met1.png
Supply wires on this layer in gray.
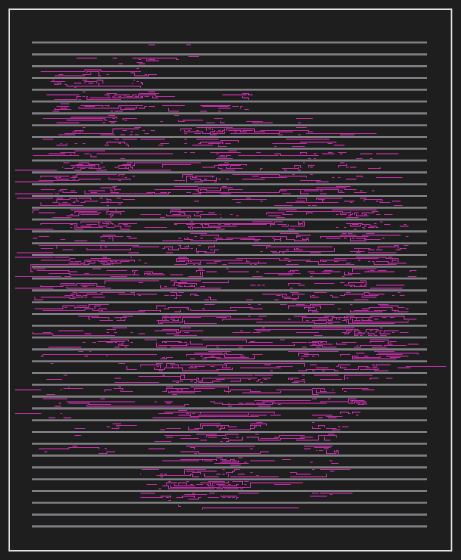
final_clocks.png
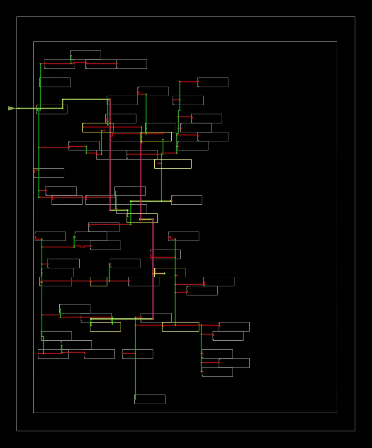
==> config.mk <==
export PLATFORM = sky130hd
export DESIGN_NAME = gol_gen_scheduler
export DESIGN_NICKNAME = d
export VERILOG_FILES = /design/src/rtl/gol_pkg.sv /design/src/rtl/gol_sync_edge.sv /design/src/rtl/gol_gen_scheduler.sv
export SDC_FILE = /design/constraint.sdc
export NUM_CORES = 1
export LEC_CHECK = 0
export ABC_AREA = 1
export CORE_ASPECT_RATIO = 1.25
export CORE_MARGIN = 5
export CORE_UTILIZATION = 35
export CTS_CLUSTER_SIZE = 24
export DETAILED_ROUTE_END_ITERATION = 10
export PLACE_DENSITY = 0.65
export SETUP_SLACK_MARGIN = 0.05
export SYNTH_ARGS = -nofsm -noshare
export SYNTH_HDL_FRONTEND = slang
export SYNTH_HIERARCHICAL = 1
export SYNTH_SLANG_ARGS = --single-unit
==> constraint.sdc <==
create_clock -name Clk -period 1.74 [get_ports Clk]
set_input_delay 0.435 -clock Clk [delete_from_list [all_inputs] [get_ports Clk]]
set_output_delay 0.435 -clock Clk [all_outputs]
set_load 0.02 [all_outputs]
==> src/rtl/gol_pkg.sv <==
// Shared definitions for the Game-of-Life generation scheduler.
package gol_pkg;

  localparam int unsigned GOL_CLK_HZ = 32'd50_000_000;

  typedef enum logic [1:0] {
    ST_IDLE  = 2'd0,
    ST_ARMED = 2'd1,
    ST_STEP  = 2'd2,
    ST_LOAD  = 2'd3
  } gol_state_e;

endpackage

==> src/rtl/gol_sync_edge.sv <==
// Two-flop synchronizer for an asynchronous level, followed by a one-cycle edge detector.
module gol_sync_edge #(
  parameter bit RST_VAL   = 1'b0,
  parameter bit FALL_EDGE = 1'b0
) (
  input  logic Clk,
  input  logic Reset,
  input  logic async_i,
  output logic edge_o
);

  logic meta_q;
  logic sync_q;
  logic prev_q;

  always_ff @(posedge Clk or posedge Reset) begin
    if (Reset) begin
      meta_q <= RST_VAL;
      sync_q <= RST_VAL;
      prev_q <= RST_VAL;
    end else begin
      meta_q <= async_i;
      sync_q <= meta_q;
      prev_q <= sync_q;
    end
  end

  assign edge_o = FALL_EDGE ? (~sync_q & prev_q) : (sync_q & ~prev_q);

endmodule

==> src/rtl/gol_gen_scheduler.sv <==
// Paces Game-of-Life generations: run-rate divider, single-step and clear requests,
// optionally aligned to VGA vertical blanking.
module gol_gen_scheduler
  import gol_pkg::*;
#(
  parameter int unsigned CLK_HZ      = GOL_CLK_HZ,
  parameter int unsigned GEN_W       = 16,
  parameter bit          SYNC_VBLANK = 1'b1
) (
  input  logic             Clk,
  input  logic             Reset,
  input  logic             run,
  input  logic             step_req,
  input  logic             clear_req,
  input  logic [3:0]       speed,
  input  logic             vs,
  output logic             gen_en,
  output logic             load_en,
  output logic             busy,
  output logic             overrun,
  output logic [GEN_W-1:0] gen_count
);

  localparam int unsigned      CNT_W = $clog2(CLK_HZ + 1);
  localparam logic [CNT_W-1:0] BASE  = CNT_W'(CLK_HZ);

  logic             step_rise;
  logic             clr_rise;
  logic             vs_fall;
  logic [CNT_W-1:0] period;
  logic [CNT_W-1:0] term;
  logic [CNT_W-1:0] cnt_q, cnt_d;
  logic             tick;
  logic             arm_go;
  gol_state_e       state_q, state_d;
  logic [GEN_W-1:0] gen_count_q, gen_count_d;
  logic             overrun_q, overrun_d;

  gol_sync_edge #(.RST_VAL(1'b0), .FALL_EDGE(1'b0)) u_step_sync (
    .Clk(Clk), .Reset(Reset), .async_i(step_req), .edge_o(step_rise)
  );

  gol_sync_edge #(.RST_VAL(1'b0), .FALL_EDGE(1'b0)) u_clr_sync (
    .Clk(Clk), .Reset(Reset), .async_i(clear_req), .edge_o(clr_rise)
  );

  // vs idles high, so its flops reset high to avoid a false falling edge at release.
  gol_sync_edge #(.RST_VAL(1'b1), .FALL_EDGE(1'b1)) u_vs_sync (
    .Clk(Clk), .Reset(Reset), .async_i(vs), .edge_o(vs_fall)
  );

  // A period of 0 (large speed) degenerates to a tick every cycle; ">=" catches a
  // counter stranded above a freshly shortened terminal count.
  always_comb begin
    period = BASE >> speed;
    term   = (period == '0) ? '0 : period - CNT_W'(1);
    tick   = 1'b0;
    cnt_d  = cnt_q;
    if (!run) begin
      cnt_d = '0;
    end else if (cnt_q >= term) begin
      tick  = 1'b1;
      cnt_d = '0;
    end else begin
      cnt_d = cnt_q + CNT_W'(1);
    end
  end

  always_comb begin
    state_d     = state_q;
    gen_count_d = gen_count_q;
    overrun_d   = overrun_q;
    arm_go      = SYNC_VBLANK ? vs_fall : 1'b1;
    unique case (state_q)
      ST_IDLE: begin
        if (clr_rise) begin
          state_d = ST_LOAD;
        end else if ((run && tick) || (!run && step_rise)) begin
          state_d = ST_ARMED;
        end
      end
      ST_ARMED: begin
        if (clr_rise) begin
          state_d = ST_LOAD;
        end else begin
          if (run && tick) overrun_d = 1'b1;
          if (arm_go)      state_d   = ST_STEP;
        end
      end
      ST_STEP: begin
        gen_count_d = gen_count_q + GEN_W'(1);
        state_d     = clr_rise ? ST_LOAD : ST_IDLE;
      end
      ST_LOAD: begin
        gen_count_d = '0;
        overrun_d   = 1'b0;
        state_d     = clr_rise ? ST_LOAD : ST_IDLE;
      end
      default: state_d = ST_IDLE;
    endcase
  end

  always_ff @(posedge Clk or posedge Reset) begin
    if (Reset) begin
      state_q     <= ST_IDLE;
      cnt_q       <= '0;
      gen_count_q <= '0;
      overrun_q   <= 1'b0;
    end else begin
      state_q     <= state_d;
      cnt_q       <= cnt_d;
      gen_count_q <= gen_count_d;
      overrun_q   <= overrun_d;
    end
  end

  assign gen_en    = (state_q == ST_STEP);
  assign load_en   = (state_q == ST_LOAD);
  assign busy      = (state_q != ST_IDLE);
  assign overrun   = overrun_q;
  assign gen_count = gen_count_q;

endmodule

==> impl_metrics.yaml <==
# generated from flow reports
power_and_ir_drop:
  p_seq_share_pct: 38.5
  irDropWorstVdd_v: 0.000568
  swShare_pct: 28.3
  p_leak_nw: 2.73
  p_clk_share_pct: 37.1
  power_mw: 3.58
  power_density_mw_per_mm2: 661
critical_path:
  crit_path_cell_trace: "buf_8 -> buf_12 -> clkinv_8 -> nand2_8 -> inv_4 -> o21ai_2 -> o21ai_1 -> nand2_1 -> inv_2 -> nand2_2 -> o21ai_2 -> nand2_2 -> ha_4 -> a21oi_2 -> nand2_1 -> a21oi_2 -> nand2_1 -> inv_2 -> nand3_4 -> inv_8 -> nand2_2 -> nor3_2"
  rr_endpoint: "cnt_q[22]$_DFF_PP0_"
  worstRegToRegCells: 12
  path_buffers: 7
  critPathRequiredTime_ns: 1.96
  critical_path_class: "input pin to flop"
  endpoint_kind: "flop"
synthesis:
  syn_inst: 508
  top_area_share_pct: 34.8
  netlist-cell-type-count: 34
  common_cells: "127 x nand2_1, 70 x nor2_1, 67 x inv_1"
  ys_ff: 54
  synth_area_leader_cell: "dfrtp_1"
  edf_count: 0
  fp_nets: 547
  syn_area_sq_mm: 0.00367
  yosys-stat-cells: 508
  synth_seq_share_pct: 36.9
  async_reset_ff_share_pct: 100
  ys_area_sq_mm: 0.00367
  area_leaders: "dfrtp_1 35%, nand2_1 13%, ha_1 9.9%"
placed_design:
  dpl.hpwl_um: 8020
  gp_congestion: 0.889
  port_buffers: 29
  dp_slack_ns: -1.46
sta:
  setup_slack_ns: -0.687
  slew_headroom_pct: 72.6
  maxSlewViolCount: 0
  hold_viol: 0
  finalSetupViolCount: 28
  skew_ns: 0.00454
  tightest_slew_ns: 0.408
floorplanning:
  ios: 30
  die_width_um: 102
worst_hold_path:
  min_path_type: "flop to flop"
  min-delay-start: "u_step_sync/meta_q$_DFF_PP0_"
  min_to: "u_step_sync/sync_q$_DFF_PP0_"
  hold-path-cell-count: 0
job:
  max_cap_viol_count: 0
final_layout:
  nNetsFinal: 673
  finish.utilization_pct: 53.4
  fin_cells: 764
global_route:
  first_global_vias: 3976
  overflow: 0
run_status:
  violations: "setup timing"
  status: "complete, but fails checks"
routing:
  drt_iter0_drc: 198
  viasPerCell: 4.97
  detail_route.wl_per_cell_um: 14.0
  ant_nets: 0
  vias: 3797
clocking:
  cts_tree: "yes"
  cts_max_level: 2
  cts_root_buffer: "clkbuf_16"
  cts_buffers: 5
## Picture notes: met1.png
- longest straight run: 26.2 um
- share of all routed wire: 40%
WL final: 10700 um
met1 Use GR: 19.3%

## Picture notes: final_clocks.png
Clk power: 1.33 mW
clk_lat worst skew: 0.29 ns
flop count: 54
clock sinks: 54

[power by group through the flow]
| stage | clock network, mW | registers [mW] | logic (mW) |
|---|---|---|---|
| 2_1_floorplan | 0 | 1.43 | 0.388 |
| 3_3_place_gp | 0 | 1.40 | 0.752 |
| 3_5_place_dp | 0 | 1.41 | 0.766 |
| 4_1_cts | 1.36 | 1.38 | 0.822 |
| 5_1_grt | 1.40 | 1.38 | 0.974 |
| 6_report | 1.33 | 1.38 | 0.876 |
[cells by family after synthesis]
family                     Yosys count  synth area share [%]
DFF                                 54                  36.9
and+or+nand+nor                    273                  32.4
buffers and inverters               77                  8.05
xor gates and xnor gates            18                  4.30
AOI/OAI and AO/OA                   57                  8.46
adders and majority gates           29                  9.89
[cells in the final DEF, fill, tap and decap left out, types with 17 or more instances in the layout]
cell type	count
ha_1	26
dlygate4sd2_1	18
dfrtp_1	50
nand2_1	107
a21oi_1	18
nand2_2	17
o21ai_0	18
nand3_1	22
buf_4	89
inv_1	52
nor2_1	58
[layout make-up]
| class | instances | area (sq um) |
|---|---|---|
| inverters | 69 | 300 |
| clock buffers | 6 | 139 |
| clock inverters | 2 | 60.1 |
| flip-flops and latches | 54 | 1360 |
| repair buffers | 126 | 1070 |
| fillers | 983 | 4740 |
| multi-input cells | 378 | 2340 |
| well taps | 129 | 161 |
[per-stage QoR]
stage	hold slack, ns	area [sq um]
global placement	0.333	4810
global route	0.365	5420
finish	0.349	5420
CTS	0.354	5290
floorplan	0.189	3800
detailed placement	0.338	4810
[metal layers]
metal  vias up  GRT usage (%)  part of all wire, %
li1       1892              -                    -
met2        83           32.1                   53
met3        30           2.24                  3.1
met1      1792           19.3                   40
met5         -              0                    0
met4         0           7.04                  3.4
[registers in the layout, indices dropped and copies added (netlist names)]
name and cells:
u_vs_sync/prev_q 1, u_clr_sync/meta_q 1, overrun 1, u_step_sync/sync_q 1
u_clr_sync/sync_q 1, u_step_sync/prev_q 1, gen_count 16, u_step_sync/meta_q 1
cnt_q 26, u_clr_sync/prev_q 1, state_q 2, u_vs_sync/meta_q 1
u_vs_sync/sync_q 1
[worst max path at each step]
stage / to / slack, ns / depth (start not counted)
2_1_floorplan: cnt_q[13]$_DFF_PP0_ / -0.73 / 22
3_3_place_gp: cnt_q[25]$_DFF_PP0_ / -1.40 / 16
3_5_place_dp: cnt_q[25]$_DFF_PP0_ / -1.46 / 20
4_1_cts: cnt_q[16]$_DFF_PP0_ / -0.67 / 21
5_1_grt: cnt_q[22]$_DFF_PP0_ / -0.88 / 22
6_report: cnt_q[22]$_DFF_PP0_ / -0.69 / 22
[repair_timing]
action | 4_1_cts | 5_1_grt
setup buffers | 10 | 7
gates resized | 97 | 29
endpoints found under the setup margin | 48 | 35
pin swaps | 24 | 10
gates cloned | 2 | 0
Power is estimated from default activity; no workload was simulated.
